### src/rtl/ulpi_phy_emu.sv
// PHY-side ULPI responder: register TXCMDs against a 64x8 file, NOPID transmit capture,
// and injection of receive packets / standalone RXCMDs toward the link.
module ulpi_phy_emu #(
  parameter logic [15:0] VENDOR_ID    = 16'h0424,
  parameter logic [15:0] PRODUCT_ID   = 16'h0009,
  parameter int unsigned RESET_CYCLES = 16
) (
  input  logic       CLK_60M,
  input  logic       NRST_A_USB,
  input  logic [7:0] ULPI_DATA_I,
  output logic [7:0] ULPI_DATA_O,
  output logic       ULPI_DATA_OE,
  output logic       ULPI_DIR,
  output logic       ULPI_NXT,
  input  logic       ULPI_STP,
  input  logic [7:0] RX_DATA,
  input  logic       RX_VALID,
  input  logic       RX_LAST,
  input  logic       RX_ERR,
  output logic       RX_READY,
  input  logic [3:0] RXCMD_IN,
  input  logic       RXCMD_STRB,
  output logic       TX_START,
  output logic [3:0] TX_PID,
  output logic [7:0] TX_DATA,
  output logic       TX_STRB,
  output logic       TX_END,
  output logic       REG_WR_STRB,
  output logic [5:0] REG_WR_ADDR,
  output logic [7:0] REG_WR_DATA,
  output logic [3:0] STATE
);
  typedef enum logic [3:0] {
    ST_RST_HOLD, ST_IDLE, ST_CMD_ACK, ST_WR_DATA, ST_WR_STP, ST_RD_TURN, ST_RD_DATA,
    ST_RD_BACK, ST_TX_DATA, ST_RX_TURN, ST_RX_CMD, ST_RX_BYTE, ST_RX_TAIL, ST_RX_BACK
  } state_t;
  typedef enum logic [1:0] {OP_WR, OP_RD, OP_TX} op_t;

  localparam logic [15:0] CNT_LAST = 16'(RESET_CYCLES - 1);

  state_t      st, nxt_st;
  op_t         op_q, idle_op;
  logic [15:0] rst_cnt;
  logic [5:0]  addr_q;
  logic [7:0]  wr_data_q, rd_val, dout_nx;
  logic [7:0]  regs [64];
  logic [3:0]  rxcmd_q;
  logic        cmd_pend, pkt_q, last_q, err_q, last_nx;
  logic        commit, soft_rst, consume, dir_nx, nxt_nx, rx_pend;

  function automatic logic [7:0] reg_default(input logic [5:0] a);
    case (a)
      6'h04:   return 8'h41;
      6'h0A:   return 8'h06;
      default: return 8'h00;
    endcase
  endfunction

  assign rx_pend = RX_VALID | cmd_pend;
  assign consume = RX_READY & RX_VALID;
  assign STATE   = st;

  always_comb begin
    idle_op = OP_TX;
    if (ULPI_DATA_I[7:6] == 2'b10)      idle_op = OP_WR;
    else if (ULPI_DATA_I[7:6] == 2'b11) idle_op = OP_RD;
  end

  always_comb begin
    case (addr_q)
      6'h00:   rd_val = VENDOR_ID[7:0];
      6'h01:   rd_val = VENDOR_ID[15:8];
      6'h02:   rd_val = PRODUCT_ID[7:0];
      6'h03:   rd_val = PRODUCT_ID[15:8];
      default: rd_val = regs[addr_q];
    endcase
  end

  always_comb begin
    nxt_st   = st;
    commit   = 1'b0;
    soft_rst = 1'b0;
    case (st)
      ST_RST_HOLD: if (rst_cnt == CNT_LAST) nxt_st = ST_IDLE;
      // The PHY owns the bus first; a TXCMD colliding with a pending RX is dropped.
      ST_IDLE: begin
        if (rx_pend) nxt_st = ST_RX_TURN;
        else if (ULPI_DATA_I[7] || ULPI_DATA_I[7:4] == 4'b0100) nxt_st = ST_CMD_ACK;
      end
      ST_CMD_ACK: begin
        case (op_q)
          OP_WR:   nxt_st = ST_WR_DATA;
          OP_RD:   nxt_st = ST_RD_TURN;
          default: nxt_st = ST_TX_DATA;
        endcase
      end
      ST_WR_DATA: nxt_st = ST_WR_STP;
      ST_WR_STP: begin
        if (ULPI_STP) begin
          commit   = (addr_q > 6'd3);
          soft_rst = commit && (addr_q == 6'h04) && wr_data_q[5];
          nxt_st   = soft_rst ? ST_RST_HOLD : ST_IDLE;
        end
      end
      ST_RD_TURN: nxt_st = ST_RD_DATA;
      ST_RD_DATA: nxt_st = ST_RD_BACK;
      ST_RD_BACK: nxt_st = ST_IDLE;
      ST_TX_DATA: if (ULPI_STP) nxt_st = ST_IDLE;
      ST_RX_TURN: nxt_st = ST_RX_CMD;
      ST_RX_CMD:  nxt_st = pkt_q ? ST_RX_BYTE : ST_RX_BACK;
      ST_RX_BYTE: if (last_q) nxt_st = ST_RX_TAIL;
      ST_RX_TAIL: nxt_st = ST_RX_BACK;
      ST_RX_BACK: nxt_st = ST_IDLE;
      default:    nxt_st = ST_IDLE;
    endcase
  end

  // Bus outputs are registered from the state being entered, so they line up with it.
  always_comb begin
    last_nx = (nxt_st == ST_RX_TURN) ? 1'b0 : (last_q | (consume & RX_LAST));
    dir_nx  = nxt_st inside {ST_RST_HOLD, ST_RD_TURN, ST_RD_DATA, ST_RX_TURN,
                             ST_RX_CMD, ST_RX_BYTE, ST_RX_TAIL};
    nxt_nx  = 1'b0;
    dout_nx = 8'h00;
    case (nxt_st)
      ST_CMD_ACK, ST_WR_DATA, ST_TX_DATA: nxt_nx = 1'b1;
      ST_RD_DATA: dout_nx = rd_val;
      ST_RX_CMD:  dout_nx = {3'b000, pkt_q, rxcmd_q};
      ST_RX_BYTE: begin
        nxt_nx  = consume;
        dout_nx = consume ? RX_DATA : {4'b0001, rxcmd_q};
      end
      ST_RX_TAIL: dout_nx = {2'b00, err_q, err_q, rxcmd_q};
      default: ;
    endcase
  end

  always_ff @(posedge CLK_60M or negedge NRST_A_USB) begin
    if (!NRST_A_USB) begin
      st           <= ST_RST_HOLD;
      op_q         <= OP_WR;
      rst_cnt      <= '0;
      addr_q       <= '0;
      wr_data_q    <= '0;
      rxcmd_q      <= '0;
      cmd_pend     <= 1'b0;
      pkt_q        <= 1'b0;
      last_q       <= 1'b0;
      err_q        <= 1'b0;
      ULPI_DIR     <= 1'b1;
      ULPI_DATA_OE <= 1'b0;
      ULPI_NXT     <= 1'b0;
      ULPI_DATA_O  <= '0;
      RX_READY     <= 1'b0;
      TX_START     <= 1'b0;
      TX_PID       <= '0;
      TX_DATA      <= '0;
      TX_STRB      <= 1'b0;
      TX_END       <= 1'b0;
      REG_WR_STRB  <= 1'b0;
      REG_WR_ADDR  <= '0;
      REG_WR_DATA  <= '0;
      for (int i = 0; i < 64; i++) regs[i] <= reg_default(6'(i));
    end else begin
      st      <= nxt_st;
      rst_cnt <= (st == ST_RST_HOLD && nxt_st == ST_RST_HOLD) ? rst_cnt + 16'd1 : 16'd0;
      if (st == ST_IDLE && nxt_st == ST_CMD_ACK) begin
        addr_q <= ULPI_DATA_I[5:0];
        op_q   <= idle_op;
        if (idle_op == OP_TX) TX_PID <= ULPI_DATA_I[3:0];
      end
      TX_START <= (st == ST_IDLE) && (nxt_st == ST_CMD_ACK) && (idle_op == OP_TX);
      if (st == ST_WR_DATA) wr_data_q <= ULPI_DATA_I;
      REG_WR_STRB <= commit;
      if (commit) begin
        REG_WR_ADDR <= addr_q;
        REG_WR_DATA <= wr_data_q;
      end
      if (soft_rst) for (int i = 0; i < 64; i++) regs[i] <= reg_default(6'(i));
      else if (commit) regs[addr_q] <= wr_data_q;
      TX_STRB <= (st == ST_TX_DATA) && !ULPI_STP;
      TX_END  <= (st == ST_TX_DATA) && ULPI_STP;
      if (st == ST_TX_DATA && !ULPI_STP) TX_DATA <= ULPI_DATA_I;
      // One standalone RXCMD can wait while the bus is busy.
      if (RXCMD_STRB) cmd_pend <= 1'b1;
      else if (nxt_st == ST_RX_TURN) cmd_pend <= 1'b0;
      if (RXCMD_STRB) rxcmd_q <= RXCMD_IN;
      else if (st == ST_IDLE && nxt_st == ST_RX_TURN && !cmd_pend) rxcmd_q <= RXCMD_IN;
      if (st == ST_IDLE && nxt_st == ST_RX_TURN) begin
        pkt_q <= RX_VALID;
        err_q <= 1'b0;
      end else if (consume && RX_LAST) begin
        err_q <= RX_ERR;
      end
      last_q       <= last_nx;
      RX_READY     <= (nxt_st == ST_RX_CMD && pkt_q) || (nxt_st == ST_RX_BYTE && !last_nx);
      ULPI_DIR     <= dir_nx;
      ULPI_DATA_OE <= dir_nx && ULPI_DIR && (nxt_st != ST_RST_HOLD);
      ULPI_NXT     <= nxt_nx;
      ULPI_DATA_O  <= dout_nx;
    end
  end
endmodule
### config.mk
export PLATFORM = sky130hd
export DESIGN_NAME = ulpi_phy_emu
export DESIGN_NICKNAME = d
export VERILOG_FILES = /design/src/rtl/ulpi_phy_emu.sv
export SDC_FILE = /design/constraint.sdc
export NUM_CORES = 1
export LEC_CHECK = 0
export CAP_MARGIN = 20
export CORE_ASPECT_RATIO = 2
export CORE_MARGIN = 4
export CORE_UTILIZATION = 50
export CTS_CLUSTER_SIZE = 12
export DETAILED_ROUTE_END_ITERATION = 8
export PLACE_DENSITY = 0.63
export SLEW_MARGIN = 20
export SYNTH_ARGS = -nofsm -noshare
export SYNTH_HDL_FRONTEND = slang
export SYNTH_SLANG_ARGS = --single-unit
### constraint.sdc
create_clock -name CLK_60M -period 7.2 [get_ports CLK_60M]
set_clock_uncertainty 0.15 [all_clocks]
set_input_delay 2.16 -clock CLK_60M [delete_from_list [all_inputs] [get_ports CLK_60M]]
set_output_delay 2.16 -clock CLK_60M [all_outputs]
set_load 0.005 [all_outputs]
Fig. 1: port wiring
Scale: 1.5 px per µm.
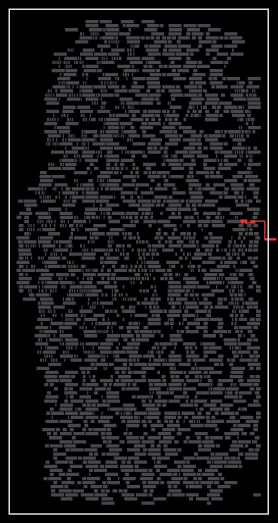
colour	port	bits	direction	end cells	wire
red	`RX_LAST`	1	input	2	34.7 µm
I/O pin count: 73
Port Buffers: 72

Fig. 2: metal 2
Scale: 2 px per µm.
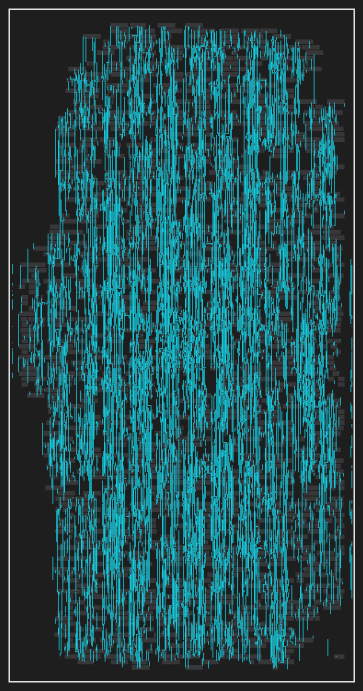
wire length on this layer	39.9 mm
main direction	vertical
Post-Route WL: 79,610 µm
vias: 19,230

Fig. 3: placement by cell class
Scale: 1.5 px per µm. Fill, decap, tap and diode cells in grey.
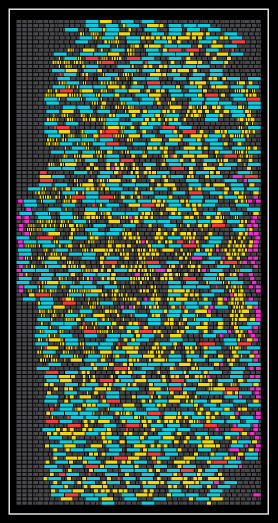
colour	class	cells
cyan	flops	592
yellow	all other logic	1,513
red	clock drivers and dummy loads	94
magenta	other buffers and delay cells	104

Fig. 4: clock wires, drivers and flops
Scale: 2 px per µm.
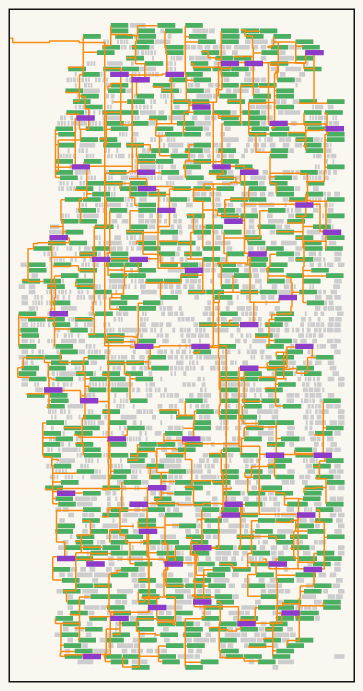
[purple] cells driving clock nets | count: 56
[green] flip-flops | count: 592
[orange] clock wires | length: 7,320 µm
flops lie	all over the die
clock share of power: 30.2%
clk_lat worst skew: 610 ps
clk pwr: 2730 µW

==> run summary <==
status: finished clean
routed len/inst: 26.81 µm
CTS Hold Bufs: 0
register share after synthesis: 55.28%
Die Width: 171.7 µm
root buf cell: clkbuf_16
Yosys Instances: 2,277
mean number of vias per cell: 6.478
Net Switching: 3227 µW
pwr dens: 306.1 nW/µm²
asr flop ratio synth: 100.0%
HPWL Detailed: 51,640 µm
Pwr Total: 9040 µW
final core occ: 55.87%
Final period util: 67.73%
dominant logic cell types in the final layout: dfrtp_1 (576), nand2_1 (352), a22o_1 (345)
DRC viols: 0
GPL Wtd Cong: 0.9369
Final setup viols: 0
CP endpoint kind: register
first-pass GRT wire length: 122,700 µm
DR pass1 iterations: 7
Syn Nets: 2,305
total track usage: 27.76%
Clock transition at path regs: 60 ps
DIE AREA: 57,620 µm²
RSZ-0062 raised after global routing: no
crit path DAT: 5150 ps
f_max: 0.2051 GHz
Fill cells: 4,377
Worst Path Max Fanout: 16
core area: 52,860 µm²
die y size: 335.5 µm
net switching fraction of the power: 35.70%
Seq pwr share: 41.5%
worst flop-to-flop path startpoint: addr_q[0]
Max IR drop VDD: 0.0002292 V
CTS tree: yes
Synth Cell Area: 26,810 µm²
distinct lib cells: 65
Worst Setup Start Kind: input port
combinational fraction of design power: 28.3%
pin count of the biggest net entering global routing: 161
leak pwr: 0.01276 µW
cells after synthesis: 2,277
OpenROAD warnings: 41
yosys warning tally: 0
area by class of cell:
type | instances | area [µm²] | area share, %
antenna | 1 | 2.502 | 0.008473
clock buffer | 92 | 1588 | 5.376
clock inverter | 2 | 13.76 | 0.04660
inverter | 16 | 60.06 | 0.2034
multi-input combinational | 1497 | 11170 | 37.83
sequential | 592 | 14840 | 50.25
tap | 665 | 832.0 | 2.817
timing repair buffer | 104 | 1023 | 3.466
worst min path at each step:
stage,cells past startpoint,end,slack (ps),from
2_1_floorplan,1,rst_cnt[0],270,rst_cnt[0]
3_3_place_gp,1,rst_cnt[0],290,rst_cnt[0]
3_5_place_dp,2,REG_WR_DATA[0],310,REG_WR_DATA[0]
4_1_cts,1,rst_cnt[0],320,rst_cnt[0]
5_1_grt,1,rst_cnt[0],340,rst_cnt[0]
6_report,1,rst_cnt[0],310,rst_cnt[0]
per-stage QoR:
step | cells | hold slack, ps | worst slack, ps
2_1_floorplan | 2277 | 272.4 | 3389
3_3_place_gp | 2873 | 287.9 | 1805
3_5_place_dp | 2873 | 312.3 | 1715
4_1_cts | 2967 | 321.8 | 2348
5_1_grt | 2968 | 342.7 | 2065
6_report | 2969 | 312.5 | 2323
metal layers:
layer  up-vias  part of all wire [%]  global-route usage [%]
met4         0                   6.1                   14.31
met2       765                    50                   46.09
li1       8341                     -                       -
met3       173                   5.7                   3.993
met1      9954                    38                   35.34
met5         -                     0                       0
critical path, cell delays in order:
cell and delay [ps]:
clkdlybuf4s50_1 560, and3_1 730, nand3_1 530, nor2_1 910, o21ai_0 240
power by group through the flow:
stage	Clock, µW	Combinational [µW]	Sequential, µW
6_report	2730	2560	3750
5_1_grt	2910	2700	3770
4_1_cts	2780	2530	3740
3_5_place_dp	0	2530	3800
3_3_place_gp	0	2490	3800
2_1_floorplan	0	1690	3630
registers in the layout, summed over array words and instances, names as in the netlist, 2 cells and up:
signal       count
ULPI_DATA_O      8
REG_WR_ADDR      6
REG_WR_DATA      8
TX_PID           4
TX_DATA          8
wr_data_q        8
rst_cnt         16
op_q             2
STATE            4
addr_q           6
rxcmd_q          4
regs           506
cell usage after synthesis, types with 13 or more instances:
cell	count	area, µm²
nor2_1	111	416.7
nand3_1	27	135.1
nor2b_1	19	118.9
inv_1	15	56.30
and3_1	15	93.84
a21oi_1	23	115.1
dfrtp_1	587	14690
buf_1	20	75.07
clkbuf_1	97	364.1
mux4_2	106	2387
nor2_2	40	250.2
a22o_1	345	3022
nand2b_1	14	87.58
buf_4	13	97.59
and2_1	31	193.9
nand2_1	352	1321
o21ai_0	158	790.8
mux2i_1	49	490.5
buf_2	38	190.2
mux2_2	47	529.3
logic make-up (layout without fill, tap and decap cells):
group / after synthesis / in the layout / synth area share, %
AND/OR/NAND/NOR: 661 / 661 / 11.06
other: 0 / 1 / 0
adder cells (fa/ha/maj): 1 / 1 / 0.04666
buffers and inverters: 188 / 214 / 3.103
XOR/XNOR: 15 / 15 / 0.4900
flip-flops: 592 / 592 / 55.28
AND-OR/OR-AND: 618 / 618 / 17.32
multiplexers: 202 / 202 / 12.71
Power is estimated from default activity; no workload was simulated.
